==> src/rtl/fifo_csr_ctrl.sv <==
// CSR subordinate and flush/drain sequencer for the async data FIFO, all in the csr_clk domain.
// Optional interrupt output and IRQ_EN register are enabled by defining FIFO_CSR_IRQ_EN.
module fifo_csr_ctrl #(
  parameter int unsigned DATA_WIDTH    = 8,
  parameter int unsigned ADDR_WIDTH    = 8,
  parameter int unsigned DRAIN_TIMEOUT = 255
) (
  input  logic                  i_csr_clk,
  input  logic                  i_csr_resetn,
  input  logic [ADDR_WIDTH-1:0] i_csr_awaddr,
  input  logic                  i_csr_awvalid,
  output logic                  o_csr_awready,
  input  logic [DATA_WIDTH-1:0] i_csr_wdata,
  input  logic                  i_csr_wvalid,
  output logic                  o_csr_wready,
  output logic                  o_csr_bvalid,
  input  logic                  i_csr_bready,
  output logic [1:0]            o_csr_bresp,
  input  logic [ADDR_WIDTH-1:0] i_csr_araddr,
  input  logic                  i_csr_arvalid,
  output logic                  o_csr_arready,
  output logic [DATA_WIDTH-1:0] o_csr_rdata,
  output logic                  o_csr_rvalid,
  input  logic                  i_csr_rready,
  output logic [1:0]            o_csr_rresp,
  input  logic                  i_fifo_full,
  input  logic                  i_fifo_empty,
`ifdef FIFO_CSR_IRQ_EN
  output logic                  o_csr_irq,
`endif
  output logic                  o_fifo_flush
);

  localparam int unsigned TimeoutW = $clog2(DRAIN_TIMEOUT + 1);
  localparam int unsigned CntW     = (TimeoutW > 8) ? TimeoutW : 8;

  localparam logic [ADDR_WIDTH-1:0] AddrCtrl     = ADDR_WIDTH'(0);
  localparam logic [ADDR_WIDTH-1:0] AddrStatus   = ADDR_WIDTH'(1);
  localparam logic [ADDR_WIDTH-1:0] AddrFlushLen = ADDR_WIDTH'(2);
`ifdef FIFO_CSR_IRQ_EN
  localparam logic [ADDR_WIDTH-1:0] AddrIrqEn    = ADDR_WIDTH'(3);
`endif

  localparam logic [1:0] RespOkay   = 2'b00;
  localparam logic [1:0] RespSlverr = 2'b10;

  typedef enum logic [1:0] {StIdle, StFlush, StDrain} state_e;

  state_e                r_state, w_state_nxt;
  logic [CntW-1:0]       r_cnt, w_cnt_nxt;
  logic                  r_full_meta, r_full_sync, r_empty_meta, r_empty_sync;
  logic                  r_flush;
  logic [7:0]            r_flush_len;
  logic                  r_full_seen, r_drain_to;
  logic                  r_awready, r_bvalid, r_arready, r_rvalid;
  logic [1:0]            r_bresp, r_rresp;
  logic [DATA_WIDTH-1:0] r_rdata;

  logic       w_wr_en, w_rd_en, w_wr_map, w_rd_map, w_busy;
  logic       w_flush_start, w_to_set, w_done_set;
  logic       w_status_wr, w_clr_full, w_clr_to;
  logic [7:0] w_wdata8, w_status, w_rd_byte;

`ifdef FIFO_CSR_IRQ_EN
  logic       r_done_pend, r_irq;
  logic [2:0] r_irq_en;
`endif

  assign o_csr_awready = r_awready;
  assign o_csr_wready  = r_awready;
  assign o_csr_bvalid  = r_bvalid;
  assign o_csr_bresp   = r_bresp;
  assign o_csr_arready = r_arready;
  assign o_csr_rvalid  = r_rvalid;
  assign o_csr_rdata   = r_rdata;
  assign o_csr_rresp   = r_rresp;
  assign o_fifo_flush  = r_flush;
`ifdef FIFO_CSR_IRQ_EN
  assign o_csr_irq     = r_irq;
`endif

  always_comb begin
    w_wr_en       = r_awready & i_csr_awvalid & i_csr_wvalid;
    w_rd_en       = r_arready & i_csr_arvalid;
    w_wdata8      = i_csr_wdata[7:0];
    w_busy        = (r_state != StIdle);
    w_flush_start = w_wr_en & (i_csr_awaddr == AddrCtrl) & w_wdata8[0] & ~w_busy;
    w_status_wr   = w_wr_en & (i_csr_awaddr == AddrStatus);
    w_clr_full    = w_status_wr & w_wdata8[3];
    w_clr_to      = w_status_wr & w_wdata8[4];
    w_wr_map      = (i_csr_awaddr == AddrCtrl) | (i_csr_awaddr == AddrStatus) |
`ifdef FIFO_CSR_IRQ_EN
                    (i_csr_awaddr == AddrIrqEn) |
`endif
                    (i_csr_awaddr == AddrFlushLen);
`ifdef FIFO_CSR_IRQ_EN
    w_status = {2'b00, r_done_pend, r_drain_to, r_full_seen, w_busy, r_full_sync, r_empty_sync};
`else
    w_status = {3'b000, r_drain_to, r_full_seen, w_busy, r_full_sync, r_empty_sync};
`endif
  end

  always_comb begin
    w_rd_byte = 8'h00;
    w_rd_map  = 1'b1;
    case (i_csr_araddr)
      AddrCtrl:     w_rd_byte = {7'd0, w_busy};
      AddrStatus:   w_rd_byte = w_status;
      AddrFlushLen: w_rd_byte = r_flush_len;
`ifdef FIFO_CSR_IRQ_EN
      AddrIrqEn:    w_rd_byte = {5'd0, r_irq_en};
`endif
      default:      w_rd_map  = 1'b0;
    endcase
  end

  // Counter is shared: flush length in StFlush, drain timeout budget in StDrain.
  always_comb begin
    w_state_nxt = r_state;
    w_cnt_nxt   = r_cnt;
    w_to_set    = 1'b0;
    w_done_set  = 1'b0;
    unique case (r_state)
      StIdle: begin
        if (w_flush_start) begin
          w_state_nxt = StFlush;
          w_cnt_nxt   = CntW'(r_flush_len);
        end
      end
      StFlush: begin
        if (r_cnt <= CntW'(1)) begin
          w_state_nxt = StDrain;
          w_cnt_nxt   = CntW'(DRAIN_TIMEOUT);
        end else begin
          w_cnt_nxt = r_cnt - CntW'(1);
        end
      end
      StDrain: begin
        if (r_empty_sync) begin
          w_state_nxt = StIdle;
          w_done_set  = 1'b1;
        end else if (r_cnt <= CntW'(1)) begin
          w_state_nxt = StIdle;
          w_to_set    = 1'b1;
        end else begin
          w_cnt_nxt = r_cnt - CntW'(1);
        end
      end
      default: w_state_nxt = StIdle;
    endcase
  end

  always_ff @(posedge i_csr_clk or negedge i_csr_resetn) begin
    if (!i_csr_resetn) begin
      r_state      <= StIdle;
      r_cnt        <= '0;
      r_full_meta  <= 1'b0;
      r_full_sync  <= 1'b0;
      r_empty_meta <= 1'b1;
      r_empty_sync <= 1'b1;
      r_flush      <= 1'b0;
      r_flush_len  <= 8'd4;
      r_full_seen  <= 1'b0;
      r_drain_to   <= 1'b0;
      r_awready    <= 1'b0;
      r_bvalid     <= 1'b0;
      r_bresp      <= RespOkay;
      r_arready    <= 1'b0;
      r_rvalid     <= 1'b0;
      r_rresp      <= RespOkay;
      r_rdata      <= '0;
    end else begin
      r_full_meta  <= i_fifo_full;
      r_full_sync  <= r_full_meta;
      r_empty_meta <= i_fifo_empty;
      r_empty_sync <= r_empty_meta;
      r_state      <= w_state_nxt;
      r_cnt        <= w_cnt_nxt;
      r_flush      <= (w_state_nxt == StFlush);
      // Set beats a same-cycle W1C.
      r_full_seen  <= r_full_sync | (r_full_seen & ~w_clr_full);
      r_drain_to   <= w_to_set | (r_drain_to & ~w_clr_to);
      if (w_wr_en && (i_csr_awaddr == AddrFlushLen)) begin
        r_flush_len <= (w_wdata8 == 8'd0) ? 8'd1 : w_wdata8;
      end
      r_awready <= i_csr_awvalid & i_csr_wvalid & ~r_bvalid & ~r_awready;
      if (w_wr_en) begin
        r_bvalid <= 1'b1;
        r_bresp  <= w_wr_map ? RespOkay : RespSlverr;
      end else if (r_bvalid && i_csr_bready) begin
        r_bvalid <= 1'b0;
      end
      r_arready <= i_csr_arvalid & ~r_rvalid & ~r_arready;
      if (w_rd_en) begin
        r_rvalid <= 1'b1;
        r_rdata  <= DATA_WIDTH'(w_rd_byte);
        r_rresp  <= w_rd_map ? RespOkay : RespSlverr;
      end else if (r_rvalid && i_csr_rready) begin
        r_rvalid <= 1'b0;
      end
    end
  end

`ifdef FIFO_CSR_IRQ_EN
  always_ff @(posedge i_csr_clk or negedge i_csr_resetn) begin
    if (!i_csr_resetn) begin
      r_done_pend <= 1'b0;
      r_irq_en    <= 3'b000;
      r_irq       <= 1'b0;
    end else begin
      r_done_pend <= w_done_set | (r_done_pend & ~(w_status_wr & w_wdata8[5]));
      if (w_wr_en && (i_csr_awaddr == AddrIrqEn)) begin
        r_irq_en <= w_wdata8[2:0];
      end
      r_irq <= (r_done_pend & r_irq_en[0]) | (r_full_seen & r_irq_en[1]) |
               (r_drain_to & r_irq_en[2]);
    end
  end
`endif

endmodule
==> config.mk <==
export PLATFORM = sky130hd
export DESIGN_NAME = fifo_csr_ctrl
export DESIGN_NICKNAME = d
export VERILOG_FILES = /design/src/rtl/fifo_csr_ctrl.sv
export SDC_FILE = /design/constraint.sdc
export NUM_CORES = 1
export LEC_CHECK = 0
export CELL_PAD_IN_SITES_DETAIL_PLACEMENT = 0
export CELL_PAD_IN_SITES_GLOBAL_PLACEMENT = 1
export CORE_MARGIN = 10
export CORE_UTILIZATION = 25
export CTS_BUF_LIST = sky130_fd_sc_hd__clkbuf_4
export DETAILED_ROUTE_END_ITERATION = 12
export PLACE_DENSITY_LB_ADDON = 0.1
export SLEW_MARGIN = 0
export SYNTH_ARGS = -nofsm -noshare
export SYNTH_HDL_FRONTEND = slang
export SYNTH_SLANG_ARGS = --single-unit
==> constraint.sdc <==
create_clock -name i_csr_clk -period 1.9 [get_ports i_csr_clk]
set_clock_uncertainty 0.05 [all_clocks]
set_input_delay 0.19 -clock i_csr_clk [delete_from_list [all_inputs] [get_ports i_csr_clk]]
set_output_delay 0.19 -clock i_csr_clk [all_outputs]
set_load 0.01 [all_outputs]
==> deck_impl_summary.md <==
Synthesis and Place & Route Summary

Status
  – Status: complete, but fails checks
  – Failing checks: negative setup slack

Layout
  – Seq. cell area: roughly 980 sq um
  – Comb area: 1060 sq um
  – Antenna cells: 0
  – Final instance area: 3090 sq um
  – Layout Utilization: roughly two fifths
  – Fin nets: 332
  – P&R area growth vs syn: 53.6%
  – Layout cells sized above 1: a little over 30%
  – Most common logic cell in the routed design: clkdlybuf4s50_1
  – Non-filler cells, final: 396

Final timing
  – Fin crit share: 101%
  – Final WS setup: -11.9 ps
  – Setup violations, final: 2
  – Max transition margin: about three fifths
  – Setup TNS: -19.6 ps
  – Slew @ Worst Pin: 583 ps
  – Min Tclk post-route: approximately 1900 ps
  – Peak Freq: about 520 MHz
  – Final Max Slew Viols: 0

Logic synthesis
  – Synth area leader: dfrtp_1
  – Area of the mapped netlist: 2010 sq um
  – EDFF count, synth: 0
  – Synth async-reset ratio: 100%
  – Synth warn: 0
  – Area reported by Yosys stat: 2010 sq um
  – Flops after synth: 39
  – Distinct lib cells used: ~44
  – Seq share, synth: around 49%
  – Syn avg cell area: 10.1 sq um
  – Post-Syn Instances: 199

CTS
  – Cts bufs inserted: 5
  – CTS tree: yes
  – Clk slew on worst S/H paths: 130 ps
  – Clk root buf: clkbuf_4
  – Total number of H-tree levels: 2
  – Insertion Delay late pin: 360 ps

Critical path
  – Cell chain of the critical path: buf_6 > or4_4 > or4_4 > o41ai_4 > buf_4 > and2_4 > buf_6 > o211a_1
  – Crit-path slowest cell: or4_4
  – Buf+Inv Stages, Crit Path: 3
  – Max incr delay on CP: 530 ps
  – CP endpoint kind: flop
  – Critical path launch point type: primary input
  – CP Max Fanout: 4
  – Crit path max-delay family: simple AND/OR/NAND/NOR gates
  – CP startpoint: i_csr_awaddr[4]

GRT
  – GR peak layer: met2
  – GRT overflow: 0
  – Vias in the first global route: 1930
  – Global-route wire length before repair: 9980 microns
  – M1 GR Usage: 13.6%
  – Met2 Usage GRT: roughly 16%
  – Met3 Use GR: 3.63%

Min path
  – Worst Hold Class: primary input to flop
  – Hold_sp: i_csr_awaddr[4]

Power and ir drop
  – Max IR drop VDD: 0.000271 V
  – Logic gate share of total power: between 40 and 50%
  – Leak: approximately 1.4 nW
  – Pwr Density: 887 nW/um^2
  – Internal: between 0.0015 and 0.002 W
  – Clock network fraction of total power: 16.3%
  – Sequential Power Share: a little over a third

Route
  – DR vias: 1835
  – Vias/cell: 4.63
  – Drc violations: 0
  – Routed wire length per instance: 15.2 microns
  – Initial DRC count: 52

Placement
  – GPL Wtd Cong: 0.759
  – Placed cells: roughly 380
  – Placed Area: 2870 sq um
  – IO buf count: 48

Floorplan
  – Io pins: 51
  – Core Area: roughly 7800 sq um
  – Row count: 32
  – Die ar.: 12000 sq um

Job
  – Tool Warnings: 33
  – Max-cap violation count: 0
[cell usage after synthesis, drive strengths merged (3+ instances only)]
cell type  count
inv           12
nor3           5
nor3b          3
dfrtp         36
o21ai         10
mux2           7
buf            5
a31oi          4
or4            4
o2bb2ai        3
dfstp          3
a21oi         13
a22o           3
ha             6
nand3          5
o31ai          5
nor2b          8
nor4           4
nor2           9
o211a          3
a22oi          5
nand2         25
[cell families after synthesis]
logic type / Yosys count / share of synthesized area [%]
compound gates: 57 / 20.9
fa+ha+maj: 6 / 3.73
buf+inv: 18 / 4.35
flops: 39 / 48.6
mux: 8 / 4.41
other cells: 1 / 0.186
simple gates: 70 / 17.8
[stage by stage]
step / hold WS (ps) / setup slack [ps]
6_report: 168 / -11.9
3_3_place_gp: 134 / -793
3_5_place_dp: 134 / -801
5_1_grt: 138 / -98.3
2_1_floorplan: -156 / -276
4_1_cts: 150 / -115
[sequential cells by signal (all words and copies together) (netlist names), 2 cells and up]
| name | count |
|---|---|
| r_state | 2 |
| r_flush_len | 8 |
| o_csr_rdata | 8 |
| r_cnt | 8 |
[cell type report]
| class | count | area share [%] |
|---|---|---|
| clock buffer | 5 | 1.21 |
| timing repair buffer | 92 | 26.6 |
| sequential | 39 | 31.7 |
| inverter | 12 | 1.46 |
| clock inverter | 3 | 0.647 |
| tap | 102 | 4.12 |
| multi-input combinational | 143 | 34.3 |
[worst paths after layout]
check	endpoint	slack, ps	cells past startpoint
max in group asynchronous	r_flush_len[2]	980	3
max reg2reg	r_cnt[3]	-10	7
min in group asynchronous	o_csr_rdata[3]	260	2
max	r_cnt[3]	-10	8
min	o_csr_bresp[1]	170	4
min reg2reg	r_empty_sync	320	0
[routing by layer]
metal | vias to the layer above | wire [microns]
li1 | 911 | -
met1 | 877 | 2890
met2 | 40 | 2730
met3 | 7 | 351
met4 | 0 | 57
met5 | - | 0
[tightest hold or removal path: stages]
cell and delay, ps:
buf_6 60, or4_4 110, a2111oi_0 40, o21ai_0 140
[repair_timing]
| item | 4_1_cts | 5_1_grt |
|---|---|---|
| gates cloned | 0 | 0 |
| pin swaps | 9 | 4 |
| endpoints found under the setup margin | 21 | 17 |
| hold buffers | 1 | 0 |
| resized | 25 | 13 |
| buffers inserted | 2 | 4 |
| endpoints found under the hold margin | 17 | 0 |
[power groups by stage]
stage | sequential (W) | clock [W] | combinational (W)
final | 0.000990 | 0.000448 | 0.00131
after global routing | 0.00100 | 0.000511 | 0.00143
after CTS | 0.000991 | 0.000476 | 0.00118
after detailed placement | 0.00101 | 0 | 0.00109
after global placement | 0.00101 | 0 | 0.00111
after floorplan | 0.00103 | 0 | 0.000481
floorplan.png
Scale bar: 20 microns. Pins as bars on the die edge. Tap cells in grey.
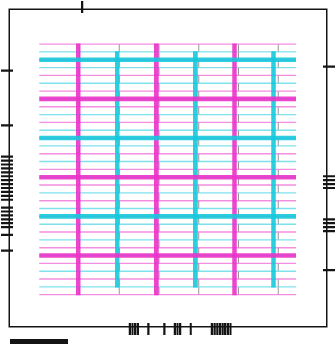
| colour | net |
|---|---|
| cyan | VDD |
| magenta | VSS |
met4 straps: 6
met1 rails: 33
tap cells: 102
signal pins: 51
met5 straps: 6

clock_nets.png
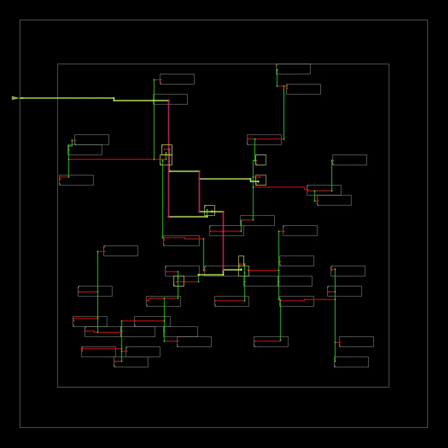
Seq cells: 39
clk sinks: 39

layers.png
Scale bar: 20 microns. Only two layers are drawn.
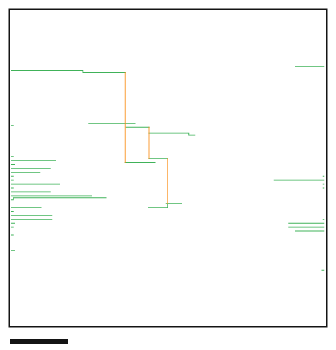
| colour | layer | wire length |
|---|---|---|
| orange | M4 | 57.8 microns |
| green | M3 | 352 microns |

clock_wires.png
Scale bar: 20 microns.
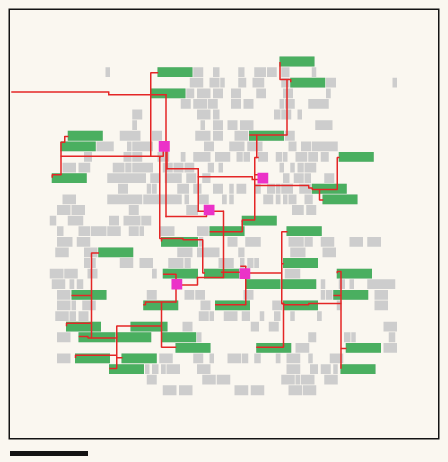
[magenta] clock-net drivers | count: 5
[green] flip-flops | count: 39
[red] clock wires | length: 612 microns
routed clock nets: 6

Power figures rest on the tool's default switching activity, not on a simulated workload.
